--- src/rtl/control_unit_pkg.sv ---
// Shared encodings for the SimpleRISC decoder: opcode map, ALU one-hot bit positions,
// and the packed control word passed from the decode logic to the output register.
package control_unit_pkg;

  localparam int ALU_W = 15;

  localparam logic [4:0] OP_ADD  = 5'd0;
  localparam logic [4:0] OP_SUB  = 5'd1;
  localparam logic [4:0] OP_MUL  = 5'd2;
  localparam logic [4:0] OP_DIV  = 5'd3;
  localparam logic [4:0] OP_MOD  = 5'd4;
  localparam logic [4:0] OP_CMP  = 5'd5;
  localparam logic [4:0] OP_AND  = 5'd6;
  localparam logic [4:0] OP_OR   = 5'd7;
  localparam logic [4:0] OP_NOT  = 5'd8;
  localparam logic [4:0] OP_MOV  = 5'd9;
  localparam logic [4:0] OP_LSL  = 5'd10;
  localparam logic [4:0] OP_LSR  = 5'd11;
  localparam logic [4:0] OP_ASR  = 5'd12;
  localparam logic [4:0] OP_NOP  = 5'd13;
  localparam logic [4:0] OP_LD   = 5'd14;
  localparam logic [4:0] OP_ST   = 5'd15;
  localparam logic [4:0] OP_BEQ  = 5'd16;
  localparam logic [4:0] OP_BGT  = 5'd17;
  localparam logic [4:0] OP_B    = 5'd18;
  localparam logic [4:0] OP_CALL = 5'd19;
  localparam logic [4:0] OP_RET  = 5'd20;

  localparam logic [3:0] ALU_ADD     = 4'd0;
  localparam logic [3:0] ALU_SUB     = 4'd1;
  localparam logic [3:0] ALU_MUL     = 4'd2;
  localparam logic [3:0] ALU_DIV     = 4'd3;
  localparam logic [3:0] ALU_MOD     = 4'd4;
  localparam logic [3:0] ALU_CMP     = 4'd5;
  localparam logic [3:0] ALU_AND     = 4'd6;
  localparam logic [3:0] ALU_OR      = 4'd7;
  localparam logic [3:0] ALU_NOT     = 4'd8;
  localparam logic [3:0] ALU_MOV     = 4'd9;
  localparam logic [3:0] ALU_LSL     = 4'd10;
  localparam logic [3:0] ALU_LSR     = 4'd11;
  localparam logic [3:0] ALU_ASR     = 4'd12;
  localparam logic [3:0] ALU_NOP     = 4'd13;
  localparam logic [3:0] ALU_ILLEGAL = 4'd14;

  typedef struct packed {
    logic [ALU_W-1:0] alu;
    logic             is_ret;
    logic             is_st;
    logic             is_wb;
    logic             is_beq;
    logic             is_bgt;
    logic             is_ubranch;
    logic             is_ld;
    logic             is_call;
    logic             is_imm;
  } ctrl_t;

  function automatic logic [ALU_W-1:0] alu_bit(input logic [3:0] idx);
    alu_bit = 15'h0001 << idx;
  endfunction

endpackage

--- src/rtl/control_unit_decode.sv ---
// Pure combinational decode of (opcode, I) into the next control word.
module cu_decode_comb
  import control_unit_pkg::*;
(
  input  logic [4:0] opcode,
  input  logic       imm_bit,
  output ctrl_t      ctrl_next
);

  // Map opcode to ALU one-hot and datapath/branch flags; unknown opcodes fall to illegal.
  always_comb begin
    ctrl_next = '0;
    if (opcode <= OP_ASR) begin
      ctrl_next.alu    = alu_bit(opcode[3:0]);
      ctrl_next.is_wb  = (opcode != OP_CMP);
      ctrl_next.is_imm = imm_bit;
    end else begin
      case (opcode)
        OP_NOP: ctrl_next.alu = alu_bit(ALU_NOP);
        OP_LD: begin
          // Memory address is formed by the ALU as rs1 + imm.
          ctrl_next.alu    = alu_bit(ALU_ADD);
          ctrl_next.is_ld  = 1'b1;
          ctrl_next.is_wb  = 1'b1;
          ctrl_next.is_imm = imm_bit;
        end
        OP_ST: begin
          ctrl_next.alu    = alu_bit(ALU_ADD);
          ctrl_next.is_st  = 1'b1;
          ctrl_next.is_imm = imm_bit;
        end
        OP_BEQ: ctrl_next.is_beq = 1'b1;
        OP_BGT: ctrl_next.is_bgt = 1'b1;
        OP_B:   ctrl_next.is_ubranch = 1'b1;
        OP_CALL: begin
          ctrl_next.is_call    = 1'b1;
          ctrl_next.is_ubranch = 1'b1;
          ctrl_next.is_wb      = 1'b1;
        end
        OP_RET: begin
          ctrl_next.is_ret     = 1'b1;
          ctrl_next.is_ubranch = 1'b1;
        end
        default: ctrl_next.alu = alu_bit(ALU_ILLEGAL);
      endcase
    end
  end

endmodule

--- src/rtl/control_unit.sv ---
// SimpleRISC instruction decoder: combinational decode captured into a registered
// control word, cleared by synchronous reset.
module control_unit
  import control_unit_pkg::*;
(
  input  logic        clk,
  input  logic        rst,
  input  logic [4:0]  opcode,
  input  logic        I,
  output logic [14:0] aluSignals,
  output logic        isRet,
  output logic        isSt,
  output logic        isWb,
  output logic        isBeq,
  output logic        isBgt,
  output logic        isUBranch,
  output logic        isLd,
  output logic        isCall,
  output logic        isImmediate
);

  ctrl_t ctrl_next_s;
  ctrl_t ctrl_r;

  cu_decode_comb u_decode (
    .opcode    (opcode),
    .imm_bit   (I),
    .ctrl_next (ctrl_next_s)
  );

  // Output register; reset wins over the decode presented at the same edge.
  always_ff @(posedge clk) begin
    if (rst) begin
      ctrl_r <= '0;
    end else begin
      ctrl_r <= ctrl_next_s;
    end
  end

  assign aluSignals  = ctrl_r.alu;
  assign isRet       = ctrl_r.is_ret;
  assign isSt        = ctrl_r.is_st;
  assign isWb        = ctrl_r.is_wb;
  assign isBeq       = ctrl_r.is_beq;
  assign isBgt       = ctrl_r.is_bgt;
  assign isUBranch   = ctrl_r.is_ubranch;
  assign isLd        = ctrl_r.is_ld;
  assign isCall      = ctrl_r.is_call;
  assign isImmediate = ctrl_r.is_imm;

endmodule

--- config.mk ---
export PLATFORM = sky130hd
export DESIGN_NAME = control_unit
export DESIGN_NICKNAME = d
export VERILOG_FILES = /design/src/rtl/control_unit_pkg.sv /design/src/rtl/control_unit_decode.sv /design/src/rtl/control_unit.sv
export SDC_FILE = /design/constraint.sdc
export NUM_CORES = 1
export LEC_CHECK = 0
export CAP_MARGIN = 20
export CELL_PAD_IN_SITES_DETAIL_PLACEMENT = 1
export CELL_PAD_IN_SITES_GLOBAL_PLACEMENT = 1
export CORE_ASPECT_RATIO = 0.5
export CORE_MARGIN = 4
export CORE_UTILIZATION = 34
export DETAILED_ROUTE_END_ITERATION = 8
export PLACE_DENSITY_LB_ADDON = 0.1
export SYNTH_ARGS = -nofsm -noshare
export SYNTH_HDL_FRONTEND = slang
export SYNTH_HIERARCHICAL = 1
export SYNTH_SLANG_ARGS = --single-unit
export TNS_END_PERCENT = 10
--- constraint.sdc ---
create_clock -name clk -period 2.1 [get_ports clk]
set_clock_uncertainty 0.15 [all_clocks]
set_input_delay 0.42 -clock clk [delete_from_list [all_inputs] [get_ports clk]]
set_output_delay 0.42 -clock clk [all_outputs]
set_load 0.1 [all_outputs]
Run 1, routed clock nets over the placement:
Bar = 20 um.
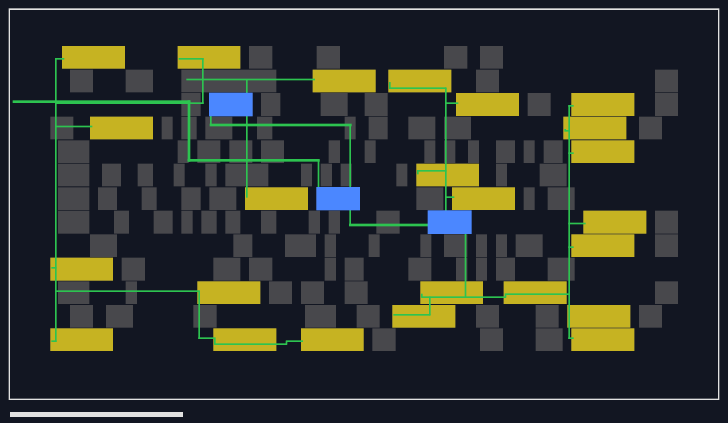
clock wires -> green  # length 307 um
flip-flops -> yellow  # count 24
cells driving clock nets -> blue  # count 3
routed clock nets = 4
flops lie = spread over the die
P_clk: 0.400 mW
clock share of power: 39.7%

Run 1, logic cells by family:
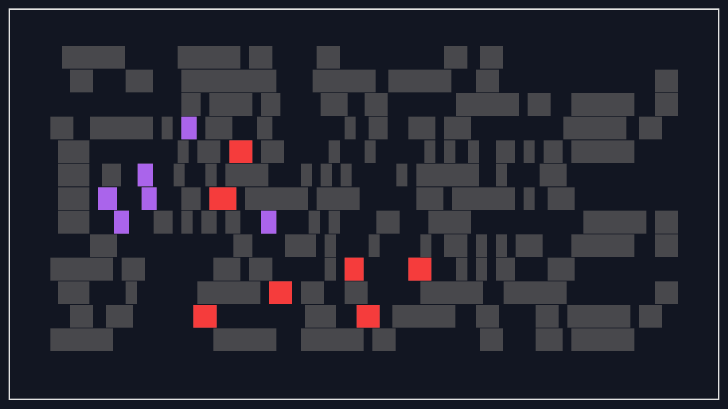
AND and OR gates -> red  # cells 7, most used and2b_1
inverting AOI/OAI gates -> purple  # cells 6, most used a21oi_1, where west
most frequent logic cell in the layout: buf_4
Comb area share: 31.8%
Post-Layout Cell Count: 171

==> impl_metrics.env, run 1 <==
# physical design summary
export IMPL_outcome="completed"
export IMPL_max_clock_freq_mhz=612
export IMPL_dieArea_um2=3680
export IMPL_drcViolationCount=0
export IMPL_grt_max_degree=15
export IMPL_synthFlopType="dfxtp_1"
export IMPL_max_cap_violations=0
export IMPL_grt_overflow_total=0
export IMPL_crit_chain="clkdlybuf4s50_1 > nand2_1 > or2_1 > nor2_1 > nor2b_2"
export IMPL_post_drt_wl_per_cell_um=11.6
export IMPL_peakVddDrop_mv=0.462
export IMPL_common_cells="24 x dfxtp_1, 21 x nor2_1, 14 x nor2b_2"
export IMPL_p_int_mw=0.761
export IMPL_maxSlewViolCount=0
export IMPL_cts_root_buf="clkbuf_8"
export IMPL_fp_util_pct=35.6
export IMPL_yosysTopAreaCell="dfxtp_1"
export IMPL_routed_wl_um=1990
export IMPL_comb_power_share_pct=14.2
export IMPL_top_cell="dfxtp_1"
export IMPL_tns_ns=0
export IMPL_gp_congestion=0.766
export IMPL_sw_frac_of_total_pct=24.4
export IMPL_worstPathMaxFanout=9
export IMPL_pre_cts_ws_ns=0.177
export IMPL_maxSlewHeadroom_pct=76.1
export IMPL_fp_nets=107
export IMPL_yosys_warnings=6
export IMPL_synthArstFlopShare_pct=0
export IMPL_cp_data_required_time_ns=2.16
export IMPL_grt_pass1_vias=717
export IMPL_drive_gt1_share_pct=35.8
export IMPL_yosysSeqAreaShare_pct=51.8
export IMPL_fin_crit_sh_pct=77.8
export IMPL_antenna_found_initial=0
export IMPL_rsz0062_at_grt="false"
export IMPL_cpPeakStageDelay_ns=0.65
export IMPL_fin_crit_ns=1.63
export IMPL_hold_path_depth=3
export IMPL_final_hold_viol_count=0
export IMPL_cts_sinks=24
export IMPL_crit_slowest_cell="clkdlybuf4s50_1"
export IMPL_cts_buffer_depth=2
export IMPL_viasPerCell=4.32
export IMPL_ctsHoldBuffers=0
export IMPL_finalNetCount=143
export IMPL_warnings=26
export IMPL_dp_hpwl_um=1540
export IMPL_critical_path_startpoint_type="primary input"
export IMPL_syn_inst=99
export IMPL_setup_slack_ns=0.467
export IMPL_ys_ff=24
export IMPL_hold_worst_slack_ns=0.705
export IMPL_arrival_ns=1.69
export IMPL_setup_viol=0
export IMPL_drtIter0Drc=31
export IMPL_area_growth_pct=39.4
export IMPL_end_kind="flop"
export IMPL_edf_count=0
export IMPL_avgSynthCellArea_um2=9.37
export IMPL_top_cells_by_area="dfxtp_1 52%, nor2b_2 13%, nor2_1 8.5%"
export IMPL_tritoncts="built"
export IMPL_hp_class="in -> reg"
export IMPL_drt_pre_antenna_iters=4
export IMPL_cts_setup_buffers=0
export IMPL_ant_nets=0
export IMPL_cts_resized_gates=0
export IMPL_cts_buffers=3
export IMPL_power_density_nw_per_um2=779
export IMPL_htree_levels=1
export IMPL_synth_chip_area_um2=927
export IMPL_num_rows=13
export IMPL_p_sw_mw=0.246
export IMPL_seqPwrFrac_pct=46.1
export IMPL_netlist_area_um2=927
export IMPL_power_leakage_nw=0.562
export IMPL_synth_distinct_cells=19
export IMPL_grt_first_pass_wirelength_um=3340
export IMPL_clkTransAtPathRegs_ns=0.08
export IMPL_worstSetupPathType="in -> reg"
export IMPL_n_antenna_cell=0
export IMPL_top_area_share_pct=51.8
export IMPL_fin_util_pct=49.7
export IMPL_worstMarginPinSlew_ns=0.357
export IMPL_coreArea_um2=2600
export IMPL_die_h_um=44.9
export IMPL_die_x_um=81.9
export IMPL_ys_cells=99
Run 1, metal layers overlaid:
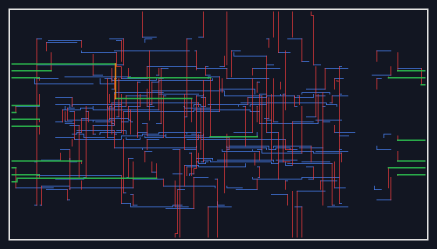
met3 -> green  # wire length 175 um
met2 -> red  # wire length 851 um
met1 -> blue  # wire length 958 um
met4 -> orange  # wire length 6.80 um
vias after detailed routing: 738
GRT Util Overall: 12.6%

Run 1, port wiring:
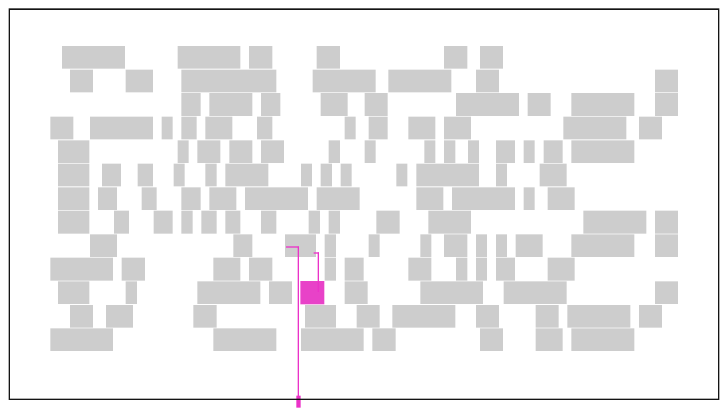
I -> magenta  # bits 1, direction input, edge south, end cells 1, wire 23.4 um
IO buf count: 31
I/O pins: 32

-- run 1: cell usage in the layout (no fill, tap or decap) --
cell type,Yosys,layout
dfxtp_1,24,24
a21oi_1,5,5
nand2b_4,1,1
bufinv_16,0,1
buf_4,0,28
nor2_1,21,21
clkdlybuf4s50_1,0,7
inv_1,1,1
nor2b_2,14,14
nor2b_1,7,7
and2b_1,4,4
or2_4,1,1
or2b_1,1,1
nand2b_1,2,2
nor4_1,1,1
or2_1,1,1
clkbuf_8,0,3
nand2_1,7,7
a31oi_1,1,1
nor3_1,3,3
nor3b_1,1,1
-- run 1: final cells by class --
| type | count | area (um^2) |
|---|---|---|
| fill | 325 | 1310 |
| sequential | 24 | 480 |
| multi-input combinational | 70 | 410 |
| timing repair buffer | 35 | 280 |
| tap | 37 | 46.3 |
| clock buffer | 3 | 41.3 |
| clock inverter | 1 | 30.0 |
| inverter | 1 | 3.75 |
-- run 1: power by group through the flow --
stage | combinational (mW) | clock, mW | sequential [mW]
floorplan | 0.0465 | 0 | 0.530
global placement | 0.144 | 0 | 0.475
detailed placement | 0.144 | 0 | 0.475
CTS | 0.145 | 0.417 | 0.464
global route | 0.154 | 0.437 | 0.465
finish | 0.143 | 0.400 | 0.464
-- run 1: kinds of logic (layout without fill, tap and decap cells) --
kind of cell / after synthesis / after routing / synth area share [%]
AND-OR/OR-AND: 6 / 6 / 3.37
buffers and inverters: 5 / 40 / 3.91
flip-flops: 24 / 24 / 51.8
AND/OR/NAND/NOR: 64 / 64 / 40.9
-- run 1: registers in the layout, summed over array words and instances, names as in the netlist --
name	flops
isRet	1
isBgt	1
isWb	1
isLd	1
isSt	1
isImmediate	1
isUBranch	1
aluSignals	15
isCall	1
isBeq	1
-- run 1: through the flow --
stage	power, mW	instance area, um^2	cells
after floorplan	0.576	927	99
after global placement	0.618	1220	167
after detailed placement	0.619	1220	167
after CTS	1.03	1290	171
after global routing	1.06	1290	171
final	1.01	1290	171
-- run 1: critical path: cells and delay by family --
kind | cells | cell delay (ns)
buf+inv | 1 | 0.65
simple gates | 4 | 0.62
-- run 1: metal layers --
layer	share of wire, %	vias up	track usage, %
met1	48	337	15.7
met2	43	22	19.3
li1	-	377	-
met5	0	-	0
met3	8.7	2	6.77
met4	0.30	0	2.98
-- run 1: path summary, 6_finish.rpt --
path / start / to / slack (ns)
hold / removal: I / isImmediate / 0.71
setup / recovery: opcode[2] / isSt / 0.47
==> run 2, diff against run 1 <==
--- a/config.mk
+++ b/config.mk
@@ -10,7 +10,7 @@
 export CELL_PAD_IN_SITES_GLOBAL_PLACEMENT = 1
 export CORE_ASPECT_RATIO = 0.5
 export CORE_MARGIN = 4
-export CORE_UTILIZATION = 34
+export CORE_UTILIZATION = 29
 export DETAILED_ROUTE_END_ITERATION = 8
 export PLACE_DENSITY_LB_ADDON = 0.1
 export SYNTH_ARGS = -nofsm -noshare
==> constraint.sdc (replaced) <==
create_clock -name clk -period 1.3 [get_ports clk]
set_clock_uncertainty 0.15 [all_clocks]
set_input_delay 0.26 -clock clk [delete_from_list [all_inputs] [get_ports clk]]
set_output_delay 0.26 -clock clk [all_outputs]
set_load 0.1 [all_outputs]
Run 2, logic cells by family:
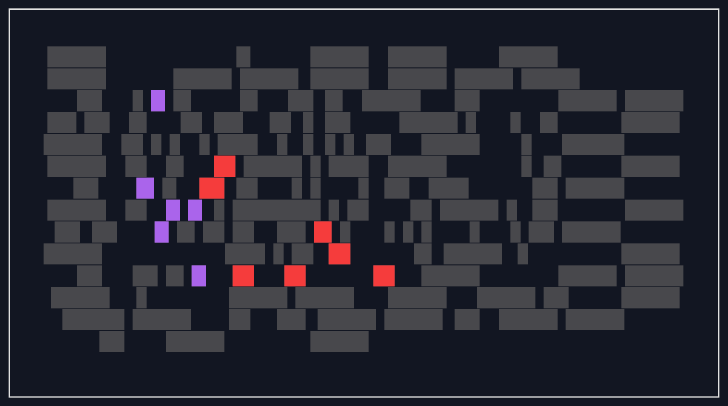
AND and OR gates -> red  # cells 7, most used and2b_1
inverting AOI/OAI gates -> purple  # cells 6, most used a21oi_1, where west
Comb area share: 25.2%
Post-Layout Cell Count: 181
most frequent logic cell in the layout: buf_12

Run 2, routed clock nets over the placement:
Bar = 20 um.
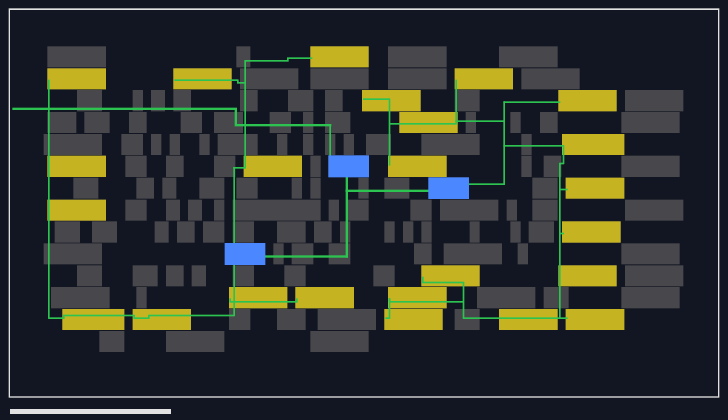
clock share of power: 38.8%
P_clk: 0.655 mW

==> run 2 against run 1 <==
  * Utilization up 4.8 points
  * Sequential power is 63% higher
  * Highest routed layer unchanged
  * Largest power group unchanged
  * Via count increased by 3.8%
  * Critical endpoint is now isLd
  * Wire length rose by 16%
  * Critical path type is now reg -> out
==> impl_metrics.env, run 2 <==
# physical design summary
export IMPL_p_int_mw=1.27
export IMPL_grt_max_degree=15
export IMPL_fin_crit_ns=1.24
export IMPL_ys_ff=24
export IMPL_die_h_um=48.0
export IMPL_peakVddDrop_mv=0.464
export IMPL_synth_chip_area_um2=927
export IMPL_fp_util_pct=30.6
export IMPL_post_drt_wl_per_cell_um=12.8
export IMPL_gp_congestion=0.846
export IMPL_edf_count=0
export IMPL_dp_hpwl_um=1760
export IMPL_warnings=27
export IMPL_syn_inst=99
export IMPL_top_area_share_pct=51.8
export IMPL_yosysSeqAreaShare_pct=51.8
export IMPL_tns_ns=0
export IMPL_arrival_ns=0.83
export IMPL_power_density_nw_per_um2=1020
export IMPL_fp_nets=107
export IMPL_drcViolationCount=0
export IMPL_tritoncts="built"
export IMPL_worstSetupPathType="reg -> out"
export IMPL_maxSlewHeadroom_pct=77.7
export IMPL_crit_chain="buf_12"
export IMPL_grt_overflow_total=0
export IMPL_worst_path_buf_inv=1
export IMPL_via_count=766
export IMPL_synthFlopType="dfxtp_1"
export IMPL_cts_buffers=3
export IMPL_finalNetCount=150
export IMPL_setup_viol=0
export IMPL_viasPerCell=4.23
export IMPL_max_cap_violations=0
export IMPL_comb_power_share_pct=16.4
export IMPL_routed_wl_um=2310
export IMPL_htree_levels=1
export IMPL_grt_pass1_vias=800
export IMPL_ff_latch_area_um2=483
export IMPL_cts_sinks=24
export IMPL_final_hold_viol_count=0
export IMPL_logic_area_um2=415
export IMPL_gr_usage_all_layers_pct=12.6
export IMPL_port_buffers=31
export IMPL_sw_frac_of_total_pct=24.9
export IMPL_maxSlewViolCount=0
export IMPL_crit_slowest_cell="dfxtp_1"
export IMPL_die_x_um=88.0
export IMPL_dieArea_um2=4220
export IMPL_crit_family="flip-flops"
export IMPL_lay_top_cells="24 x buf_12, 22 x dfxtp_1, 21 x nor2_1"
export IMPL_cpPeakStageDelay_ns=0.37
export IMPL_antenna_found_initial=0
export IMPL_synth_distinct_cells=19
export IMPL_common_cells="24 x dfxtp_1, 21 x nor2_1, 14 x nor2b_2"
export IMPL_largest_register_ffs=15
export IMPL_cts_buffer_depth=2
export IMPL_seqPwrFrac_pct=44.8
export IMPL_n_antenna_cell=0
export IMPL_grt_first_pass_wirelength_um=3870
export IMPL_top_cell="dfxtp_1"
export IMPL_clkTransAtPathRegs_ns=0.09
export IMPL_nFillCells=322
export IMPL_cts_root_buf="clkbuf_8"
export IMPL_area_growth_pct=78.1
export IMPL_synthArstFlopShare_pct=0
export IMPL_worstPathMaxFanout=1
export IMPL_yosys_warnings=6
export IMPL_drtIter0Drc=14
export IMPL_max_clock_freq_mhz=810
export IMPL_avgSynthCellArea_um2=9.37
export IMPL_yosysTopAreaCell="dfxtp_1"
export IMPL_drive_gt1_share_pct=41.1
export IMPL_rsz0062_at_grt="false"
export IMPL_hold_worst_slack_ns=0.468
export IMPL_fin_util_pct=54.5
export IMPL_ioPinCount=32
export IMPL_worstMarginPinSlew_ns=0.335
export IMPL_hp_class="in -> reg"
export IMPL_fin_crit_sh_pct=95.0
export IMPL_power_leakage_nw=0.670
export IMPL_p_sw_mw=0.421
export IMPL_cp_data_required_time_ns=0.89
export IMPL_ant_nets=0
export IMPL_end_kind="output pin"
export IMPL_critical_path_startpoint_type="flop"
export IMPL_coreArea_um2=3030
export IMPL_outcome="completed"
export IMPL_num_rows=14
export IMPL_ys_cells=99
export IMPL_drt_pre_antenna_iters=3
export IMPL_netlist_area_um2=927
export IMPL_top_cells_by_area="dfxtp_1 52%, nor2b_2 13%, nor2_1 8.5%"
[run 2: area by class of cell]
type,instances,area share [%]
repair buffers,42,38.0
multi-input cells,70,25.2
flip-flops and latches,24,29.2
clock inverters,1,1.82
inverters,1,0.227
clock buffers,3,2.50
well taps,40,3.03
[run 2: what timing repair did]
| item | 4_1_cts | 5_1_grt |
|---|---|---|
| resized | 6 | 1 |
| buffers inserted | 0 | 0 |
| setup endpoints to repair | 22 | 1 |
| hold buffers | 0 | 0 |
| hold endpoints to repair | 0 | 0 |
[run 2: per-stage QoR]
stage,worst slack [ns],area [um^2],cells,power (mW)
floorplan,-0.0190,930,99,0.931
global placement,-0.389,1580,177,1.05
detailed placement,-0.416,1580,177,1.06
CTS,0.0478,1650,181,1.72
global route,0.00321,1650,181,1.78
finish,0.0647,1650,181,1.69
[run 2: worst paths after layout]
kind	from	to	slack [ns]	cells after the start
worst max-delay path	isLd	isLd	0.06	1
worst min-delay path	opcode[4]	isImmediate	0.47	3
[run 2: cell families (layout without fill, tap and decap cells)]
group / after synthesis / count (layout) / synth area share [%]
flip-flops: 24 / 24 / 51.8
AND/OR/NAND/NOR: 64 / 64 / 40.9
AND-OR/OR-AND: 6 / 6 / 3.37
buffers and inverters: 5 / 47 / 3.91
[run 2: power groups by stage]
stage	registers, mW	clock network [mW]	logic, mW
after global routing	0.759	0.723	0.294
after detailed placement	0.774	0	0.282
after global placement	0.774	0	0.279
after floorplan	0.856	0	0.0752
after CTS	0.757	0.679	0.279
final	0.757	0.655	0.278
[run 2: layer usage]
layer	global-route usage (%)	vias up	routed length (um)
met5	0	-	0
met4	2.75	0	10
met3	6.01	3	184
met2	20.8	21	1060
met1	15.2	353	1060
li1	-	389	-
No activity file was given, so power comes from the tool's default toggle rates.
